## src/rtl/gpio_in_conditioner.sv

```systemverilog
// Conditions raw board inputs for PS GPIO: polarity-normalise, two-FF synchronise,
// debounce per bit, latch sticky edge events and drive a maskable level IRQ.
module gpio_in_conditioner #(
  parameter int N_INPUTS        = 2,
  parameter int DEBOUNCE_CYCLES = 1000000,
  parameter bit ACTIVE_LOW      = 1'b1
) (
  input  logic                clk,
  input  logic                rst,
  input  logic [N_INPUTS-1:0] pin_in,
  input  logic [N_INPUTS-1:0] ev_clr,
  input  logic [N_INPUTS-1:0] irq_en,
  output logic [N_INPUTS-1:0] level,
  output logic [N_INPUTS-1:0] rise_ev,
  output logic [N_INPUTS-1:0] fall_ev,
  output logic                irq
);
  localparam int CNT_W = $clog2(DEBOUNCE_CYCLES + 1);
  localparam logic [CNT_W-1:0] CNT_LAST = CNT_W'(DEBOUNCE_CYCLES - 1);

  logic [N_INPUTS-1:0] s0;
  logic [N_INPUTS-1:0] s1;
  logic [N_INPUTS-1:0] s2;
  logic [N_INPUTS-1:0] clr_d;
  logic [N_INPUTS-1:0] clr_pulse;
  logic [N_INPUTS-1:0] at_last;
  logic [N_INPUTS-1:0] set_rise;
  logic [N_INPUTS-1:0] set_fall;

  // Everything downstream of s0 works in logical polarity (1 = active).
  assign s0        = ACTIVE_LOW ? ~pin_in : pin_in;
  assign clr_pulse = ev_clr & ~clr_d;
  assign set_rise  = at_last & s2;
  assign set_fall  = at_last & ~s2;

  genvar gi;
  generate
    for (gi = 0; gi < N_INPUTS; gi++) begin : g_bit
      logic [CNT_W-1:0] cnt;

      // cnt==0 is STABLE, cnt!=0 is PENDING; any agreeing sample discards the run.
      assign at_last[gi] = (s2[gi] != level[gi]) && (cnt == CNT_LAST);

      always_ff @(posedge clk) begin
        if (rst) begin
          cnt <= '0;
        end else if (s2[gi] == level[gi] || at_last[gi]) begin
          cnt <= '0;
        end else begin
          cnt <= cnt + 1'b1;
        end
      end
    end
  endgenerate

  always_ff @(posedge clk) begin
    if (rst) begin
      s1      <= '0;
      s2      <= '0;
      clr_d   <= '0;
      level   <= '0;
      rise_ev <= '0;
      fall_ev <= '0;
      irq     <= 1'b0;
    end else begin
      s1      <= s0;
      s2      <= s1;
      clr_d   <= ev_clr;
      level   <= level ^ at_last;
      // A new event beats a same-edge clear; the clear still wipes the other flag.
      rise_ev <= set_rise | (rise_ev & ~clr_pulse);
      fall_ev <= set_fall | (fall_ev & ~clr_pulse);
      irq     <= |((rise_ev | fall_ev) & irq_en);
    end
  end
endmodule

```

## config.mk

```make
export PLATFORM = sky130hd
export DESIGN_NAME = gpio_in_conditioner
export DESIGN_NICKNAME = d
export VERILOG_FILES = /design/src/rtl/gpio_in_conditioner.sv
export SDC_FILE = /design/constraint.sdc
export NUM_CORES = 1
export LEC_CHECK = 0
export ABC_AREA = 1
export ABC_CLOCK_PERIOD_IN_PS = 3800
export CORE_ASPECT_RATIO = 0.75
export CORE_MARGIN = 2
export CORE_UTILIZATION = 60
export CTS_BUF_LIST = sky130_fd_sc_hd__clkbuf_4 sky130_fd_sc_hd__clkbuf_8
export DETAILED_ROUTE_END_ITERATION = 12
export GPL_ROUTABILITY_DRIVEN = 1
export PLACE_DENSITY = 0.9
export SETUP_SLACK_MARGIN = 0.05
export SLEW_MARGIN = 0
export SYNTH_ARGS = -nofsm -noshare
export SYNTH_HDL_FRONTEND = slang
export SYNTH_SLANG_ARGS = --single-unit
```

## constraint.sdc

```tcl
create_clock -name clk -period 3.8 [get_ports clk]
set_input_delay 0.38 -clock clk [delete_from_list [all_inputs] [get_ports clk]]
set_output_delay 0.38 -clock clk [all_outputs]
set_load 0.02 [all_outputs]
```

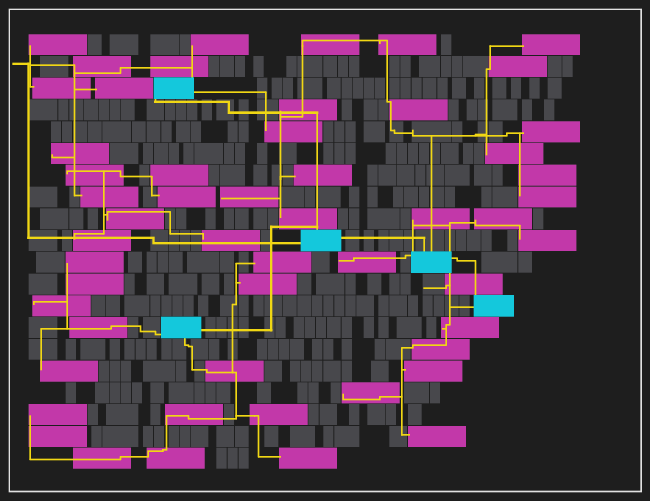
*Routed clock nets over the placement, run 1*
(8 px per µm)
[clock drivers] cyan | count: 5
[flip-flops] magenta | count: 53
[clock wires] yellow | length: 597 µm
flops lie: widely spread
routed clock nets: 6
clock power share: 0.358
Latency at later pin: 0.31 ns
clk pwr: 323 µW
clk_skew: 0.00869 ns

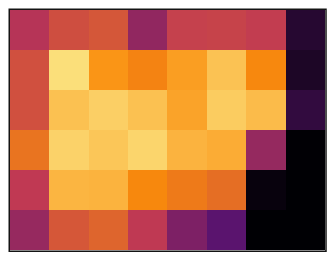
*Cell density map, run 1*
(4 px per µm) 8 x 6 tiles, from black (low) to pale yellow (high), 0 to 100% covered.
nearly empty tiles: 8.3%
emptiest ninth of the die: lower right
tiles over 75% full: 35%
fullest tile: 93%
mean over tiles: 57%
core box area: 4030 µm²
Initial Util: 0.625

==> flow_metrics.tcl, run 1 <==
# yosys + openroad results
set metrics [dict create \
    end_kind "register" \
    maxCapViolCount 0 \
    dr.first_iter.drc_count 185 \
    worstHoldStart "s1[0]$_SDFF_PP0_" \
    ys_area_um2 2520 \
    final_nets 385 \
    worst_hold_path.endpoint "s2[0]$_SDFF_PP0_" \
    fp.dieArea_um2 4740 \
    ys_ff 53 \
    synth.cellmix.simpleShare 0.374 \
    htreeDepth 2 \
    fmax_mhz 575 \
    portBuffers 14 \
    rsz0062_at_grt "false" \
    netlist_instances 358 \
    dieWidth_um 78.8 \
    topRoutingLayerUsed "met4" \
    crit_path_end "g_bit[0].cnt[13]$_SDFF_PP0_" \
    ff2ff_path_depth 6 \
    ir_drop_mv 0.247 \
    slowest_delay_ns 0.53 \
    die_h_um 60.1 \
    grt_start_max_net_pins 21 \
    routabilityCongestion 0.856 \
    critical_path_cell_count 6 \
    ioPinCount 15 \
    synthTopLogicFamily "simple AND/OR/NAND/NOR gates" \
    syn2layout_area_growth_pct 10.5 \
    dr.pass1.iters 5 \
    ys_sh_aoi 0.0577 \
    clk_path_buf_depth 2 \
    yosysWarnings 0 \
    grtUsageTotal 0.246 \
    avgRoutedWirePerCell_um 12.6 \
    synth_area_um2 2520 \
    ys_sh_xor 0.0591 \
    ys_cells 358 \
    cts_tree "built" \
    cts_made_buffers 5 \
    setup_viol 0 \
    wl_met3_um 436 \
    tool_warnings 26 \
    period_used_share 0.457 \
    fin_crit_ns 1.74 \
    cts_setup_buffers 0 \
    viasPerCell 5.41 \
    place_hpwl_mm 3.97 \
    status "complete, no violations" \
    synthArstFlopShare 0 \
    cp_cell_sequence "ha_1, nand2_1, nor2_4, nand3_1, nand2_1, a21oi_1" \
    cp_slowest_cell "nand2_1" \
    drive_above_1_share 0.0640 \
    wl_met2_mm 2.40 \
    worstHoldPathCells 2 \
    post_synth_num_cell_types 25 \
    startpoint_type "register" \
    use_met3 0.0619 \
    grt_pass1_vias 2113 \
    cts_resized 0 \
    tightest_slew_ns 0.692 \
    synth_nets 368 \
    seq_area_frac_synth 0.421 \
    fin_util 0.691 \
    largest_reg_flops 40 \
    grt_pass1_wl_mm 9.05 \
    ys_sh_adder 0.00994 \
    hold_path.class "register to register" \
    antenna_found_initial 0 \
    rows 20 \
    vias 2328 \
    worst-path-buf-inv 0 \
    grt_use_met2 0.381 \
    critPathTopFamily "simple AND/OR/NAND/NOR gates" \
    setup_tns_ns 0 \
]
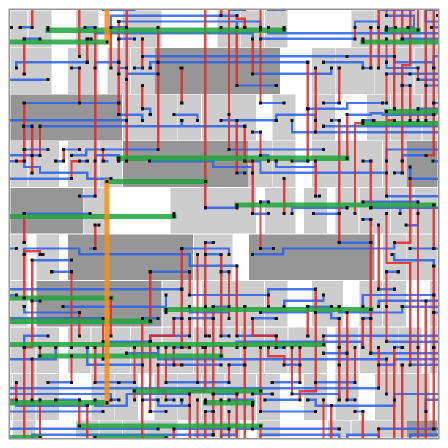
*Layout detail, run 1*
Window x 27 to 52, y 18 to 43 µm. Cells in gray, sequential cells in the stronger gray; small squares are vias.
[metal 3] green
[metal 4] orange
[metal 2] red
[metal 1] blue
sequential cells in the window: 7
most frequent: nand2_1 (23), nor2_1 (17), inv_1 (12)
cells with their middle in the window: 86
netlist names of flops here include: g_bit.cnt (7)

[run 1: metrics by stage]
stage / hold WS, ns / setup WS (ns) / total power [µW] / area, µm² / std cells
2_1_floorplan: 0.388 / 2.53 / 584 / 2520 / 358
3_3_place_gp: 0.388 / 1.81 / 592 / 2690 / 423
3_5_place_dp: 0.408 / 1.80 / 593 / 2690 / 423
4_1_cts: 0.421 / 2.07 / 909 / 2780 / 430
5_1_grt: 0.429 / 1.91 / 940 / 2780 / 430
6_report: 0.417 / 2.06 / 903 / 2780 / 430
[run 1: layout make-up]
type                    instances  area [µm²]  area share
well taps                      55        68.8      0.0247
repair buffers                 14         140      0.0504
clock buffers                   6        82.6      0.0297
clock inverters                 1        7.51     0.00270
multi-input cells             258        1260       0.453
inverters                      43         161      0.0580
flip-flops and latches         53        1060       0.381
[run 1: power breakdown]
part	switching (µW)	internal, µW
Clock	179	144
Combinational	10.7	8.87
Sequential	1.85	559
[run 1: cells in the mapped netlist, types with 2 or more instances]
cell	n	area (µm²)
nor3_2	2	20.0
o21bai_1	2	15.0
nand4_1	16	100
nor3_1	6	30.0
nor2_4	3	33.8
nor2_2	6	37.5
nand2_2	3	18.8
a21oi_1	18	90.1
nand3_1	20	100
ha_1	2	25.0
xnor2_1	6	52.6
o21ai_0	8	40.0
inv_1	42	158
dfxtp_1	53	1060
buf_6	2	22.5
nand2_1	68	255
xor2_1	11	96.3
nor2_1	83	312
[run 1: logic make-up (layout without fill, tap and decap cells)]
| logic type | after synthesis | after routing |
|---|---|---|
| buffers and inverters | 47 | 64 |
| adders and majority gates | 2 | 2 |
| xor gates and xnor gates | 17 | 17 |
| AOI/OAI and AO/OA | 28 | 28 |
| and+or+nand+nor | 211 | 211 |
| DFF | 53 | 53 |
### The clock network, run 1

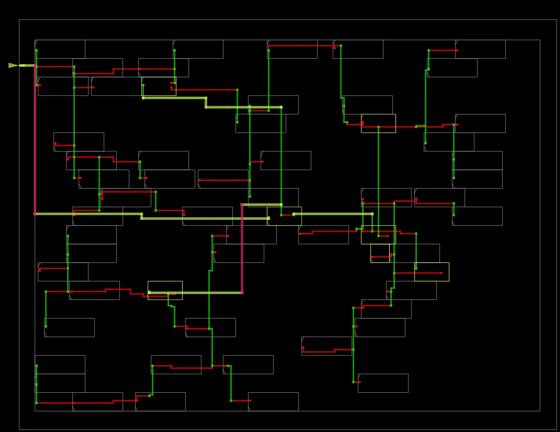

==> run 1 -> run 2 <==
ABC_CLOCK_PERIOD_IN_PS = 1400   (was 3800)
CORE_UTILIZATION = 55   (was 60)
PLACE_DENSITY = 0.88   (was 0.9)
clock period = 1.4 ns   (was 3.8 ns; I/O delays follow)
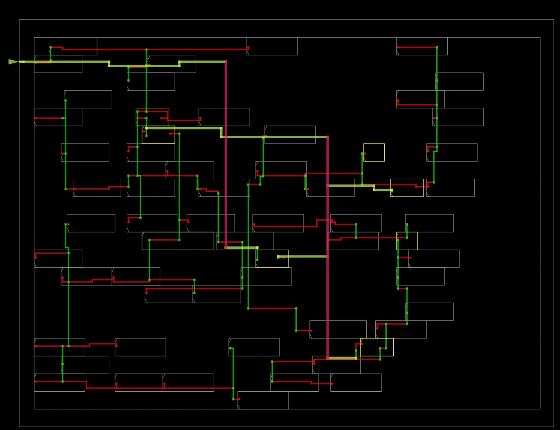
*The clock network, run 2*
Seq cells: 53
Latency at later pin: 0.33 ns
clock sink count: 53
clk_skew: 0.0141 ns

==> run 2 against run 1 <==
Effect of this change:
- the flow now finishes with violations (setup timing)
- die size increased by 8.5%
- worst hold slack lost 0.088 ns
- clock power rose to 3.5 times the previous value
- final cell count increased by 4.9%
==> flow_metrics.tcl, run 2 <==
# yosys + openroad results
set metrics [dict create \
    p_int_uw 2100 \
    topRoutingLayerUsed "met4" \
    setup_slack_ns -0.0802 \
    most_common_cell "nor2_1" \
    vias 2734 \
    fin_crit_ns 1.48 \
    setup_tns_ns -0.461 \
    fp-utilization 0.567 \
    status "finished, violations left" \
    synth_nets 368 \
    rsz0062_at_grt "true" \
    cts_made_buffers 5 \
    power_frac_comb 0.032 \
    hold_path.class "primary input to register" \
    largest_reg_flops 40 \
    dr.first_iter.drc_count 308 \
    violations "setup timing" \
    rows 21 \
    fin_util 0.758 \
    dr.pass1.iters 5 \
    dp_slack_ns -0.0123 \
    synthTopCellsByArea "dfxtp_1 42%, nor2_1 12%, nand2_1 10%" \
    period_used_share 1.06 \
    cts_resized 21 \
    p_sw_frac 0.234 \
    yosysWarnings 0 \
    portBuffers 14 \
    avgRoutedWirePerCell_um 17.9 \
    clk_path_buf_depth 2 \
    whs_ns 0.329 \
    setup_viol 19 \
    place_area_um2 2750 \
    syn2layout_area_growth_pct 33.7 \
    design_area_um2 3370 \
    fp.dieArea_um2 5140 \
    synth_area_um2 2520 \
    yosysTopAreaCell "dfxtp_1" \
    post_synth_num_cell_types 25 \
    antenna_found_initial 0 \
    netlist_instances 358 \
    viasPerCell 6.06 \
    cts_tree "built" \
    place_hpwl_mm 3.78 \
    core_um2 4440 \
    grt_pass1_wl_mm 9.33 \
    ys_cells 358 \
    yosys.area.top_type_share 0.421 \
    final_nets 403 \
    startpoint_type "register" \
    cts_setup_buffers 4 \
    tool_warnings 28 \
    end_kind "register" \
    ir_drop_mv 0.796 \
    grtUsageTotal 0.231 \
    grt_pass1_vias 2222 \
    cp_slowest_cell "dfxtp_1" \
    grt_start_max_net_pins 21 \
    dieWidth_um 82.1 \
    tightest_slew_ns 0.284 \
    fmax_mhz 676 \
    ys_ff 53 \
    grt_use_met2 0.349 \
]
run 2: cell counts after synthesis:
No cell type changed its count.
run 2: power by group through the flow:
stage | registers, µW | clock network (µW) | logic (µW)
2_1_floorplan | 1550 | 0 | 29.9
3_3_place_gp | 1560 | 0 | 56.5
3_5_place_dp | 1560 | 0 | 57.9
4_1_cts | 1520 | 1100 | 59.9
5_1_grt | 1520 | 1200 | 92.3
6_report | 1520 | 1140 | 87.3
run 2: final timing paths:
kind | slack (ns) | end | cells past startpoint | from
worst min register to register | 0.42 | s2[1]$_SDFF_PP0_ | 2 | s1[1]$_SDFF_PP0_
worst max-delay path | -0.08 | g_bit[1].cnt[15]$_SDFF_PP0_ | 7 | g_bit[1].cnt[10]$_SDFF_PP0_
worst min-delay path | 0.33 | s1[1]$_SDFF_PP0_ | 2 | pin_in[1]
worst max register to register | -0.08 | g_bit[1].cnt[15]$_SDFF_PP0_ | 7 | g_bit[1].cnt[10]$_SDFF_PP0_
run 2: area by class of cell:
type,count,area (µm²),share of cell area
Clock inverter,3,47.5,0.0141
Clock buffer,5,68.8,0.0204
Timing Repair Buffer,31,323,0.0959
Sequential cell,53,1100,0.326
Inverter,43,164,0.0487
Tap cell,57,71.3,0.0212
Multi-Input combinational cell,259,1590,0.474
run 2: cells by family after synthesis:
group / after synthesis / synth area share
simple gates: 211 / 0.374
flops: 53 / 0.421
compound gates: 28 / 0.0577
xor+xnor: 17 / 0.0591
buf+inv: 47 / 0.0775
fa+ha+maj: 2 / 0.00994
run 2: metrics by stage:
step                cells  power (µW)
global placement      430        1610
floorplan             358        1580
global route          451        2810
CTS                   442        2680
finish                451        2740
detailed placement    430        1610
run 2: critical path: cells and delay by family, from the launching register on:
family        cells  cell delay [ns]
flops             1             0.42
xor+xnor          1             0.15
buf+inv           1             0.11
simple gates      5             0.71
Power and IR drop assume default switching activity.
